$ cat src/rtl/pipe_core_mc_pkg.sv
`default_nettype none
// ============================================================================
//  Module   : pipe_core_mc_pkg
//  Purpose  : RV32I opcode/funct constants, ALU operation enum, decoded
//             instruction record and the instruction decode function.
//  Revision : 1.0 - initial release
// ============================================================================
package pipe_core_mc_pkg;

  localparam logic [6:0] C_OP_REG  = 7'b0110011;
  localparam logic [6:0] C_OP_IMM  = 7'b0010011;
  localparam logic [6:0] C_OP_LUI  = 7'b0110111;

  localparam logic [6:0] C_F7_BASE = 7'b0000000;
  localparam logic [6:0] C_F7_ALT  = 7'b0100000;
  localparam logic [6:0] C_F7_MUL  = 7'b0000001;

  localparam logic [2:0] C_F3_ADD  = 3'b000;
  localparam logic [2:0] C_F3_SLL  = 3'b001;
  localparam logic [2:0] C_F3_SLT  = 3'b010;
  localparam logic [2:0] C_F3_SLTU = 3'b011;
  localparam logic [2:0] C_F3_XOR  = 3'b100;
  localparam logic [2:0] C_F3_SR   = 3'b101;
  localparam logic [2:0] C_F3_OR   = 3'b110;
  localparam logic [2:0] C_F3_AND  = 3'b111;

  typedef enum logic [3:0] {
    ALU_ADD, ALU_SUB, ALU_SLL, ALU_SLT, ALU_SLTU, ALU_XOR, ALU_SRL,
    ALU_SRA, ALU_OR, ALU_AND, ALU_MUL, ALU_LUI, ALU_NOP
  } alu_op_t;

  // imm is 32 bits, already sign-extended; the core widens/truncates to XLEN
  typedef struct packed {
    logic [4:0]  rd;
    logic [4:0]  rs1;
    logic [4:0]  rs2;
    logic [31:0] imm;
    alu_op_t     alu_op;
    logic        use_imm;
    logic        illegal;
  } dec_t;

  function automatic dec_t decode(input logic [31:0] ins, input logic mul_en);
    dec_t       d;
    logic [6:0] op;
    logic [6:0] f7;
    logic [2:0] f3;
    op        = ins[6:0];
    f3        = ins[14:12];
    f7        = ins[31:25];
    d.rd      = ins[11:7];
    d.rs1     = ins[19:15];
    d.rs2     = ins[24:20];
    d.imm     = {{20{ins[31]}}, ins[31:20]};
    d.alu_op  = ALU_NOP;
    d.use_imm = 1'b0;
    d.illegal = 1'b0;
    case (op)
      C_OP_REG: begin
        if (f7 == C_F7_BASE) begin
          case (f3)
            C_F3_ADD:  d.alu_op = ALU_ADD;
            C_F3_SLL:  d.alu_op = ALU_SLL;
            C_F3_SLT:  d.alu_op = ALU_SLT;
            C_F3_SLTU: d.alu_op = ALU_SLTU;
            C_F3_XOR:  d.alu_op = ALU_XOR;
            C_F3_SR:   d.alu_op = ALU_SRL;
            C_F3_OR:   d.alu_op = ALU_OR;
            default:   d.alu_op = ALU_AND;
          endcase
        end else if (f7 == C_F7_ALT && f3 == C_F3_ADD) begin
          d.alu_op = ALU_SUB;
        end else if (f7 == C_F7_ALT && f3 == C_F3_SR) begin
          d.alu_op = ALU_SRA;
        end else if (f7 == C_F7_MUL && f3 == C_F3_ADD && mul_en) begin
          d.alu_op = ALU_MUL;
        end else begin
          d.illegal = 1'b1;
        end
      end
      C_OP_IMM: begin
        d.use_imm = 1'b1;
        case (f3)
          C_F3_ADD:  d.alu_op = ALU_ADD;
          C_F3_SLT:  d.alu_op = ALU_SLT;
          C_F3_SLTU: d.alu_op = ALU_SLTU;
          C_F3_XOR:  d.alu_op = ALU_XOR;
          C_F3_OR:   d.alu_op = ALU_OR;
          C_F3_AND:  d.alu_op = ALU_AND;
          C_F3_SLL: begin
            if (f7 == C_F7_BASE) d.alu_op = ALU_SLL;
            else                 d.illegal = 1'b1;
          end
          default: begin
            if (f7 == C_F7_BASE)     d.alu_op = ALU_SRL;
            else if (f7 == C_F7_ALT) d.alu_op = ALU_SRA;
            else                     d.illegal = 1'b1;
          end
        endcase
      end
      C_OP_LUI: begin
        d.imm     = {ins[31:12], 12'b0};
        d.alu_op  = ALU_LUI;
        d.use_imm = 1'b1;
      end
      default: d.illegal = 1'b1;
    endcase
    // an undecodable slot must not reach any functional unit
    if (d.illegal) d.alu_op = ALU_NOP;
    return d;
  endfunction

endpackage
`default_nettype wire

$ cat src/rtl/pipe_core_mc_if.sv
`default_nettype none
// ============================================================================
//  Module   : pipe_core_mc_if
//  Purpose  : Instruction stream in, write-back/trace port out.
//             master = fetch/trace side, slave = core side.
//  Revision : 1.0 - initial release
// ============================================================================
interface pipe_core_mc_if #(
  parameter int XLEN = 32,
  parameter int RA_W = 5
);
  logic            instr_valid;
  logic            instr_ready;
  logic [31:0]     instr;
  logic            wb_valid;
  logic [RA_W-1:0] wb_rd;
  logic [XLEN-1:0] wb_data;
  logic            illegal;
  logic [31:0]     retire_cnt;

  modport master (
    output instr_valid, instr,
    input  instr_ready, wb_valid, wb_rd, wb_data, illegal, retire_cnt
  );

  modport slave (
    input  instr_valid, instr,
    output instr_ready, wb_valid, wb_rd, wb_data, illegal, retire_cnt
  );
endinterface
`default_nettype wire

$ cat src/rtl/pipe_core_mc_iter_mul.sv
`default_nettype none
// ============================================================================
//  Module   : pipe_core_mc_iter_mul
//  Purpose  : Iterative shift-add multiplier, MUL_BITS multiplier bits per
//             cycle. The first step runs combinationally in the start cycle,
//             so done rises in the (XLEN/MUL_BITS)-th cycle counting that one.
//  Revision : 1.0 - initial release
// ============================================================================
module pipe_core_mc_iter_mul #(
  parameter int XLEN     = 32,
  parameter int MUL_BITS = 4
) (
  input  logic            clk,
  input  logic            rst,
  input  logic            start,
  input  logic [XLEN-1:0] a,
  input  logic [XLEN-1:0] b,
  output logic            done,
  output logic [XLEN-1:0] product
);

  localparam int C_LAT   = XLEN / MUL_BITS;
  localparam int C_CNT_W = (C_LAT > 1) ? $clog2(C_LAT) : 1;

  localparam logic [0:0] C_IDLE = 1'b0;
  localparam logic [0:0] C_BUSY = 1'b1;

  logic [0:0]         r_state;
  logic [C_CNT_W-1:0] r_cnt;
  logic [XLEN-1:0]    r_acc;
  logic [XLEN-1:0]    r_a;
  logic [XLEN-1:0]    r_b;

  logic [XLEN-1:0]    w_a_cur;
  logic [MUL_BITS-1:0] w_b_lo;
  logic [XLEN-1:0]    w_sum;
  logic               w_first;
  logic               w_last;

  // one shift-add step: from live operands when idle, from saved state when busy
  always_comb begin
    w_first = (r_state == C_IDLE) && start;
    w_a_cur = (r_state == C_BUSY) ? r_a : a;
    w_b_lo  = (r_state == C_BUSY) ? r_b[MUL_BITS-1:0] : b[MUL_BITS-1:0];
    w_sum   = (r_state == C_BUSY) ? r_acc : '0;
    for (int j = 0; j < MUL_BITS; j++) begin
      if (w_b_lo[j]) w_sum = w_sum + (w_a_cur << j);
    end
    if (C_LAT == 1) w_last = w_first;
    else            w_last = (r_state == C_BUSY) && (r_cnt == C_CNT_W'(C_LAT - 1));
  end

  assign done    = w_last;
  assign product = w_sum;

  // IDLE captures operands on start; BUSY walks the multiplier until the last chunk
  always_ff @(posedge clk or negedge rst) begin
    if (!rst) begin
      r_state <= C_IDLE;
      r_cnt   <= '0;
      r_acc   <= '0;
      r_a     <= '0;
      r_b     <= '0;
    end else if (r_state == C_IDLE) begin
      if (start && (C_LAT > 1)) begin
        r_state <= C_BUSY;
        r_cnt   <= C_CNT_W'(1);
        r_acc   <= w_sum;
        r_a     <= a << MUL_BITS;
        r_b     <= b >> MUL_BITS;
      end
    end else begin
      r_acc <= w_sum;
      r_a   <= r_a << MUL_BITS;
      r_b   <= r_b >> MUL_BITS;
      r_cnt <= r_cnt + C_CNT_W'(1);
      if (w_last) r_state <= C_IDLE;
    end
  end

endmodule
`default_nettype wire

$ cat src/rtl/pipe_core_mc.sv
`default_nettype none
// ============================================================================
//  Module   : pipe_core_mc
//  Purpose  : D -> EX -> WB integer pipeline: RV32I R/I-type + LUI, optional
//             iterative MUL that holds D, W->D operand forwarding, retire count.
//  Revision : 1.0 - initial release
// ============================================================================
module pipe_core_mc
  import pipe_core_mc_pkg::*;
#(
  parameter int XLEN     = 32,
  parameter int NUM_REGS = 32,
  parameter int MUL_EN   = 1,
  parameter int MUL_BITS = 4
) (
  input  logic           clk,
  input  logic           rst,
  pipe_core_mc_if.slave  bus
);

  localparam int C_RA_W = $clog2(NUM_REGS);
  localparam int C_SH_W = $clog2(XLEN);

  logic              r_d_valid;
  logic [31:0]       r_d_instr;
  logic [XLEN-1:0]   r_regs [NUM_REGS];
  logic              r_w_valid;
  logic [C_RA_W-1:0] r_w_rd;
  logic [XLEN-1:0]   r_w_data;
  logic [31:0]       r_retire_cnt;

  dec_t              w_dec;
  logic [C_RA_W-1:0] w_rs1_idx;
  logic [C_RA_W-1:0] w_rs2_idx;
  logic [C_RA_W-1:0] w_rd_idx;
  logic [XLEN-1:0]   w_rf_a;
  logic [XLEN-1:0]   w_rf_b;
  logic [XLEN-1:0]   w_op_a;
  logic [XLEN-1:0]   w_rs2_val;
  logic [XLEN-1:0]   w_op_b;
  logic [XLEN-1:0]   w_imm_x;
  logic [C_SH_W-1:0] w_shamt;
  logic [XLEN-1:0]   w_result;
  logic              w_mul_done;
  logic [XLEN-1:0]   w_mul_product;
  logic              w_ex_done;
  logic              w_ready;

  // decode straight out of the D register; EX works on it in the same cycle
  always_comb begin
    w_dec = decode(r_d_instr, (MUL_EN != 0));
  end

  assign w_rs1_idx = w_dec.rs1[C_RA_W-1:0];
  assign w_rs2_idx = w_dec.rs2[C_RA_W-1:0];
  assign w_rd_idx  = w_dec.rd[C_RA_W-1:0];

  generate
    if (XLEN > 32) begin : g_imm_wide
      assign w_imm_x = {{(XLEN-32){w_dec.imm[31]}}, w_dec.imm};
    end else if (XLEN == 32) begin : g_imm_eq
      assign w_imm_x = w_dec.imm;
    end else begin : g_imm_narrow
      assign w_imm_x = w_dec.imm[XLEN-1:0];
    end
  endgenerate

  // asynchronous register-file read, x0 forced to zero
  assign w_rf_a = (w_rs1_idx == '0) ? '0 : r_regs[w_rs1_idx];
  assign w_rf_b = (w_rs2_idx == '0) ? '0 : r_regs[w_rs2_idx];

  // W holds the only result not yet in the regfile, so it is the only bypass
  assign w_op_a    = (r_w_valid && r_w_rd != '0 && r_w_rd == w_rs1_idx) ? r_w_data : w_rf_a;
  assign w_rs2_val = (r_w_valid && r_w_rd != '0 && r_w_rd == w_rs2_idx) ? r_w_data : w_rf_b;
  assign w_op_b    = w_dec.use_imm ? w_imm_x : w_rs2_val;
  assign w_shamt   = w_op_b[C_SH_W-1:0];

  generate
    if (MUL_EN != 0) begin : g_mul_on
      logic w_mul_start;
      assign w_mul_start = r_d_valid && (w_dec.alu_op == ALU_MUL);
      pipe_core_mc_iter_mul #(
        .XLEN     (XLEN),
        .MUL_BITS (MUL_BITS)
      ) u_mul (
        .clk     (clk),
        .rst     (rst),
        .start   (w_mul_start),
        .a       (w_op_a),
        .b       (w_op_b),
        .done    (w_mul_done),
        .product (w_mul_product)
      );
    end else begin : g_mul_off
      assign w_mul_done    = 1'b0;
      assign w_mul_product = '0;
    end
  endgenerate

  // single-cycle ALU; MUL result comes from the iterative unit
  always_comb begin
    w_result = '0;
    case (w_dec.alu_op)
      ALU_ADD:  w_result = w_op_a + w_op_b;
      ALU_SUB:  w_result = w_op_a - w_op_b;
      ALU_SLL:  w_result = w_op_a << w_shamt;
      ALU_SLT:  w_result = {{(XLEN-1){1'b0}}, ($signed(w_op_a) < $signed(w_op_b))};
      ALU_SLTU: w_result = {{(XLEN-1){1'b0}}, (w_op_a < w_op_b)};
      ALU_XOR:  w_result = w_op_a ^ w_op_b;
      ALU_SRL:  w_result = w_op_a >> w_shamt;
      ALU_SRA:  w_result = $signed(w_op_a) >>> w_shamt;
      ALU_OR:   w_result = w_op_a | w_op_b;
      ALU_AND:  w_result = w_op_a & w_op_b;
      ALU_MUL:  w_result = w_mul_product;
      ALU_LUI:  w_result = w_imm_x;
      default:  w_result = '0;
    endcase
  end

  assign w_ex_done = (w_dec.alu_op != ALU_MUL) || w_mul_done;
  assign w_ready   = !r_d_valid || w_ex_done;

  // D register: refills whenever EX finishes with its current slot
  always_ff @(posedge clk or negedge rst) begin
    if (!rst) begin
      r_d_valid <= 1'b0;
      r_d_instr <= '0;
    end else if (w_ready) begin
      r_d_valid <= bus.instr_valid;
      if (bus.instr_valid) r_d_instr <= bus.instr;
    end
  end

  // W register: bubbles while MUL is iterating and for illegal slots
  always_ff @(posedge clk or negedge rst) begin
    if (!rst) begin
      r_w_valid <= 1'b0;
      r_w_rd    <= '0;
      r_w_data  <= '0;
    end else begin
      r_w_valid <= r_d_valid && w_ex_done && !w_dec.illegal;
      r_w_rd    <= w_rd_idx;
      r_w_data  <= w_result;
    end
  end

  // register file written from W at the end of the write-back cycle
  always_ff @(posedge clk or negedge rst) begin
    if (!rst) begin
      for (int i = 0; i < NUM_REGS; i++) r_regs[i] <= '0;
    end else if (r_w_valid && r_w_rd != '0) begin
      r_regs[r_w_rd] <= r_w_data;
    end
  end

  // retire counter counts every write-back cycle, including rd==x0
  always_ff @(posedge clk or negedge rst) begin
    if (!rst)           r_retire_cnt <= '0;
    else if (r_w_valid) r_retire_cnt <= r_retire_cnt + 32'd1;
  end

  assign bus.instr_ready = w_ready;
  assign bus.wb_valid    = r_w_valid;
  assign bus.wb_rd       = r_w_rd;
  assign bus.wb_data     = r_w_data;
  assign bus.illegal     = r_d_valid && w_dec.illegal;
  assign bus.retire_cnt  = r_retire_cnt;

endmodule
`default_nettype wire
$ cat src/flat_wrapper.sv
// flat-port wrapper written by rule: the top's interface ports become plain ports
module pipe_core_mc_flat import pipe_core_mc_pkg::*;
#(
  parameter int XLEN     = 32,
  parameter int NUM_REGS = 32,
  parameter int MUL_EN   = 1,
  parameter int MUL_BITS = 4
)
  (clk, rst, bus_instr_valid, bus_instr, bus_instr_ready, bus_wb_valid, bus_wb_rd, bus_wb_data, bus_illegal, bus_retire_cnt);
  pipe_core_mc_if #(.XLEN(XLEN)) bus_i ();
  input  logic clk;
  input  logic rst;
  input wire logic [$bits(bus_i.instr_valid)-1:0] bus_instr_valid;
  input wire logic [$bits(bus_i.instr)-1:0] bus_instr;
  output wire logic [$bits(bus_i.instr_ready)-1:0] bus_instr_ready;
  output wire logic [$bits(bus_i.wb_valid)-1:0] bus_wb_valid;
  output wire logic [$bits(bus_i.wb_rd)-1:0] bus_wb_rd;
  output wire logic [$bits(bus_i.wb_data)-1:0] bus_wb_data;
  output wire logic [$bits(bus_i.illegal)-1:0] bus_illegal;
  output wire logic [$bits(bus_i.retire_cnt)-1:0] bus_retire_cnt;
  assign bus_i.instr_valid = bus_instr_valid;
  assign bus_i.instr = bus_instr;
  assign bus_instr_ready = bus_i.instr_ready;
  assign bus_wb_valid = bus_i.wb_valid;
  assign bus_wb_rd = bus_i.wb_rd;
  assign bus_wb_data = bus_i.wb_data;
  assign bus_illegal = bus_i.illegal;
  assign bus_retire_cnt = bus_i.retire_cnt;
  pipe_core_mc #(.XLEN(XLEN), .NUM_REGS(NUM_REGS), .MUL_EN(MUL_EN), .MUL_BITS(MUL_BITS)) u_core (.clk(clk), .rst(rst), .bus(bus_i));
endmodule
$ cat config.mk
export PLATFORM = sky130hd
export DESIGN_NAME = pipe_core_mc_flat
export DESIGN_NICKNAME = d
export VERILOG_FILES = /design/src/rtl/pipe_core_mc_pkg.sv /design/src/rtl/pipe_core_mc_if.sv /design/src/rtl/pipe_core_mc_iter_mul.sv /design/src/rtl/pipe_core_mc.sv /design/src/flat_wrapper.sv
export SDC_FILE = /design/constraint.sdc
export NUM_CORES = 2
export LEC_CHECK = 0
export CAP_MARGIN = 10
export CORE_ASPECT_RATIO = 0.75
export CORE_MARGIN = 2
export CORE_UTILIZATION = 45
export DETAILED_ROUTE_END_ITERATION = 7
export GPL_TIMING_DRIVEN = 0
export PLACE_DENSITY_LB_ADDON = 0.3
export SLEW_MARGIN = 20
export SYNTH_ARGS = -nofsm -noshare
export SYNTH_HDL_FRONTEND = slang
export SYNTH_SLANG_ARGS = --single-unit
export TNS_END_PERCENT = 50
$ cat constraint.sdc
create_clock -name clk -period 11.8 [get_ports clk]
set_input_delay 2.36 -clock clk [delete_from_list [all_inputs] [get_ports clk]]
set_output_delay 2.36 -clock clk [all_outputs]
set_load 0.02 [all_outputs]
==> reports/results.md <==
| Parameter | Reported | Unit |
| --- | --- | --- |
| Worst-path clk slew | 0.07 | ns |
| Worst path top cell family by delay | AND-OR/OR-AND gates | - |
| Cell type with the largest total area | dfrtp_1 | - |
| Setup repair after global routing missed its margin | true | - |
| TritonCTS clock tree | built | - |
| Buffer depth of the longest clock path | 3 | - |
| Hold violation count in the final report | 0 | - |
| Combined buffer and inverter count along the critical path | 7 | - |
| DIE HEIGHT | 368 | um |
| Via count of the first global-routing pass | 63000 | - |
| Final Max-Slew Violation Tally | 0 | - |
| Headroom to the max-slew limit | 13.0 | % |
| Type of destination of the critical path | flop | - |
| Power share of the combinational group | 17.4 | % |
| Flip-flop and latch area | 0.0305 | mm^2 |
| Worst-Margin Slew | 1.31 | ns |
| H-tree depth reported by CTS | 3 | - |
| Final Critical Period | 11.57 | ns |
| Post-synth tally of flip-flops with integrated enable | 0 | - |
| Share of post-route cells with drive strength above 1 | 34.1 | % |
| Number of buffers inserted during clock tree synthesis | 119 | - |
| Fp util | 45.3 | % |
| Width of the die | 489 | um |
| Number of filler cells placed in the layout | 15100 | - |
| Count of boundary I/O pins | 107 | - |
| WP data required | 12.56 | ns |
| Area growth syn-to-layout | 14.1 | % |
| Predominant post-synthesis flop cell | dfrtp_1 | - |
| Post-synthesis cell area | 0.0794 | mm^2 |
| Worst Path Arrival | 12.33 | ns |
| R2R Setup Slk | 0.23 | ns |
| Sequential share of the synthesized area | 38.4 | % |
| Outcome | finished, violations left | - |
| Top fanout value on the critical path | 10 | - |
| Top area cells in the synthesized netlist | dfrtp_1 (38%), mux4_2 (17%), mux2_2 (15%), ha_1 (3.4%), mux2i_1 (3.2%) | - |
| DRC errors left | 1 | - |
| Placer's final routability congestion estimate | 1.08 | - |
| Yosys Chip Area | 0.0794 | mm^2 |
| P_leak | 40.8 | nW |
| Failing checks | design-rule violations | - |
| Root cell of the clock tree | clkbuf_16 | - |
| Total congestion overflow after global routing | 0 | - |
| Number of nets at floorplan | 6876 | - |
| Post-detailed-route count of antenna-violating nets | 0 | - |
-- timing repair --
item                                    CTS  global route
gates resized                           170           161
endpoints found under the setup margin   38            22
hold buffers                              0             0
endpoints found under the hold margin     0             0
buffers inserted                         37            58
pin swaps                                11            23
-- state kept, by name (all words and copies together) (netlist names) --
signal and count:
u_core.g_mul_on.u_mul.r_cnt 3, u_core.bus.retire_cnt 32, u_core.r_d_instr 32, u_core.bus.wb_data 32, u_core.g_mul_on.u_mul.r_acc 32, u_core.r_regs 1024, u_core.r_d_valid 1, u_core.g_mul_on.u_mul.r_state 1
u_core.g_mul_on.u_mul.r_b 28, u_core.g_mul_on.u_mul.r_a 28, u_core.bus.wb_rd 5, u_core.bus.wb_valid 1
-- cell type report --
cell class	count	share of cell area, %
clock inverter	58	0.728
sequential	1219	33.7
timing repair buffer	236	2.84
inverter	176	0.743
clock buffer	164	3.72
antenna	10	0.0276
multi-input combinational	4645	51.5
tap	2362	3.26
buffer	572	3.54
-- worst paths after layout --
check	startpoint	endpoint	cells after the start
max	u_core.r_d_instr[23]	u_core.bus.wb_data[31]	44
min	u_core.r_d_instr[8]	u_core.bus.wb_rd[1]	0
max reg2reg	u_core.r_d_instr[23]	u_core.bus.wb_data[31]	44
min reg2reg	u_core.r_d_instr[8]	u_core.bus.wb_rd[1]	0
max in group asynchronous	rst	u_core.r_regs[968]	3
min in group asynchronous	rst	u_core.r_regs[24]	1
-- synth_stat cells, drive strengths merged, types with 22 or more instances --
library cell  number
a2111oi           25
a211oi            37
a21o              75
a21oi            311
a221oi            61
a22oi             50
a31oi             34
and2              58
and3              29
buf              197
clkbuf           380
dfrtp           1219
ha               218
inv              176
mux2            1044
mux2i            253
mux4             611
nand2            480
nand2b            36
nand3             85
nand4             26
nor2             332
nor2b             29
nor3              53
o211ai            49
o21a              22
o21ai            237
o21bai            35
o221ai            24
o22ai             26
xnor2             96
xor2              45
-- stage by stage --
step / TNS, ns / util [%] / instance area (um^2) / total power, W / std cells
after detailed placement: -67.36 / 48.1 / 84300 / 0.00596 / 9118
final: 0 / 51.7 / 90600 / 0.0101 / 9442
after global routing: -0.199 / 51.7 / 90600 / 0.0103 / 9434
after global placement: - / 47.6 / 83400 / 0.00595 / 9085
after CTS: 0 / 51.0 / 89400 / 0.00999 / 9374
after floorplan: 0 / - / 79400 / 0.00516 / 6617
-- routing by layer --
metal / share of wire, % / track usage [%] / vias to the layer above
li1: - / - / 25700
met1: 40 / 57.7 / 34800
met2: 37 / 50.2 / 5573
met3: 17 / 19.1 / 1005
met4: 5.5 / 17.5 / 20
met5: 0.095 / 0.295 / -
-- logic make-up after synthesis --
family / share of synthesized area [%]
AND-OR/OR-AND: 10.2
XOR/XNOR: 1.59
AND/OR/NAND/NOR: 6.81
multiplexers: 35.3
flip-flops: 38.4
adder cells (fa/ha/maj): 3.59
buffers and inverters: 4.04
-- power by group through the flow --
stage | registers, W | clock network (W) | logic (W)
floorplan | 0.00433 | 0 | 0.000826
global placement | 0.00438 | 0 | 0.00156
detailed placement | 0.00436 | 0 | 0.00160
CTS | 0.00428 | 0.00406 | 0.00164
global route | 0.00429 | 0.00424 | 0.00178
finish | 0.00429 | 0.00408 | 0.00177
Fig. 1: cell classes on the final placement
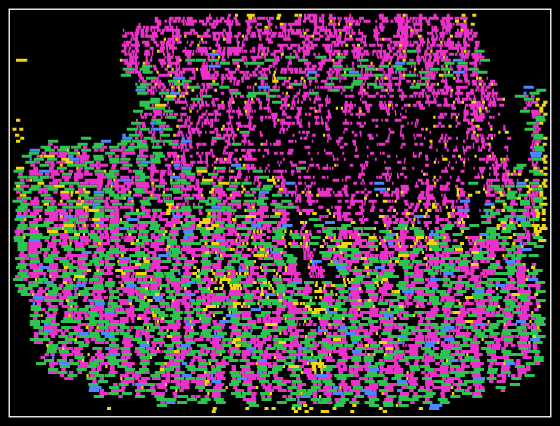
class	colour	cells	share of their area
other buffers and delay cells	yellow	808	6.6%
clock drivers and dummy loads	blue	222	4.6%
all other logic	magenta	4821	54%
flip-flops	green	1219	35%
Std-Cell Core Area: 0.175 mm^2
core utilization of the finished layout: 51.7%
share of cell area taken by flip-flops and latches: 33.7%
post-route cell area: 0.0906 mm^2
num rows: 133

Fig. 2: clock wires, drivers and flops
The bar under the picture is 100 um long.
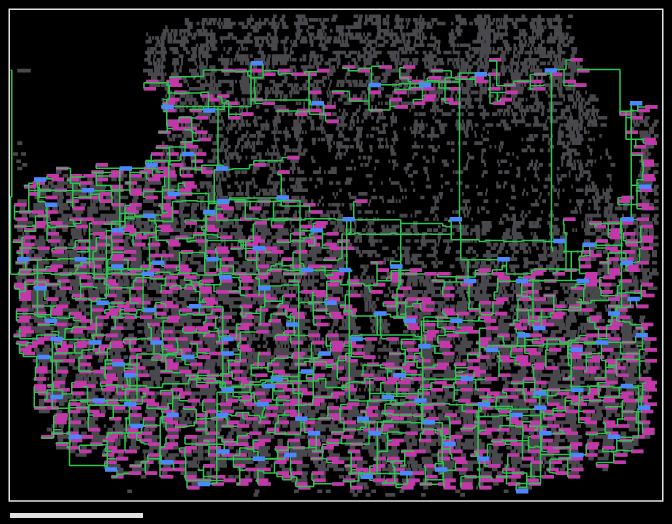
[cells driving clock nets] blue | count: 119
[flip-flops] magenta | count: 1219
[clock wires] green | length: 17000 um
routed clock nets	120
clock group power: 0.00408 W
setup skew after layout: 0.0727 ns

Fig. 3: routed metal, one colour a layer
The bar under the picture is 100 um long.
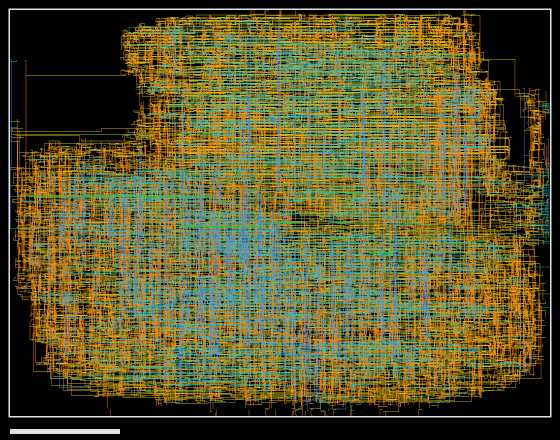
layer	colour	wire length
met5	green	351 um
met2	orange	137 mm
met3	cyan	60.7 mm
met1	yellow	149 mm
met4	blue	20.1 mm
Post-Route WL: 367000 um
overall global routing resource usage: 40.1%
via count: 67100
drt wl/cell: 38.9 um

Fig. 4: routing congestion map
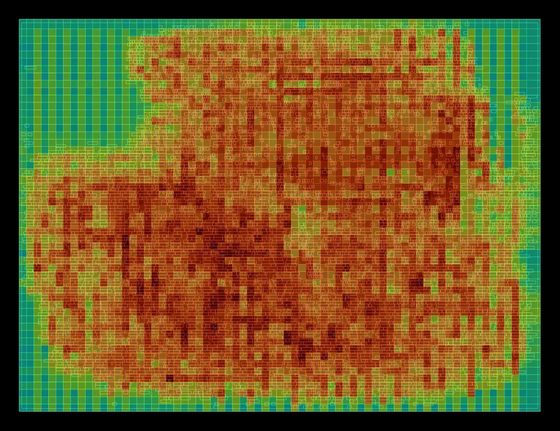
GRT busiest layer: met1
met3 routing resource usage after global routing: 19.1%

Power and IR drop assume default switching activity.
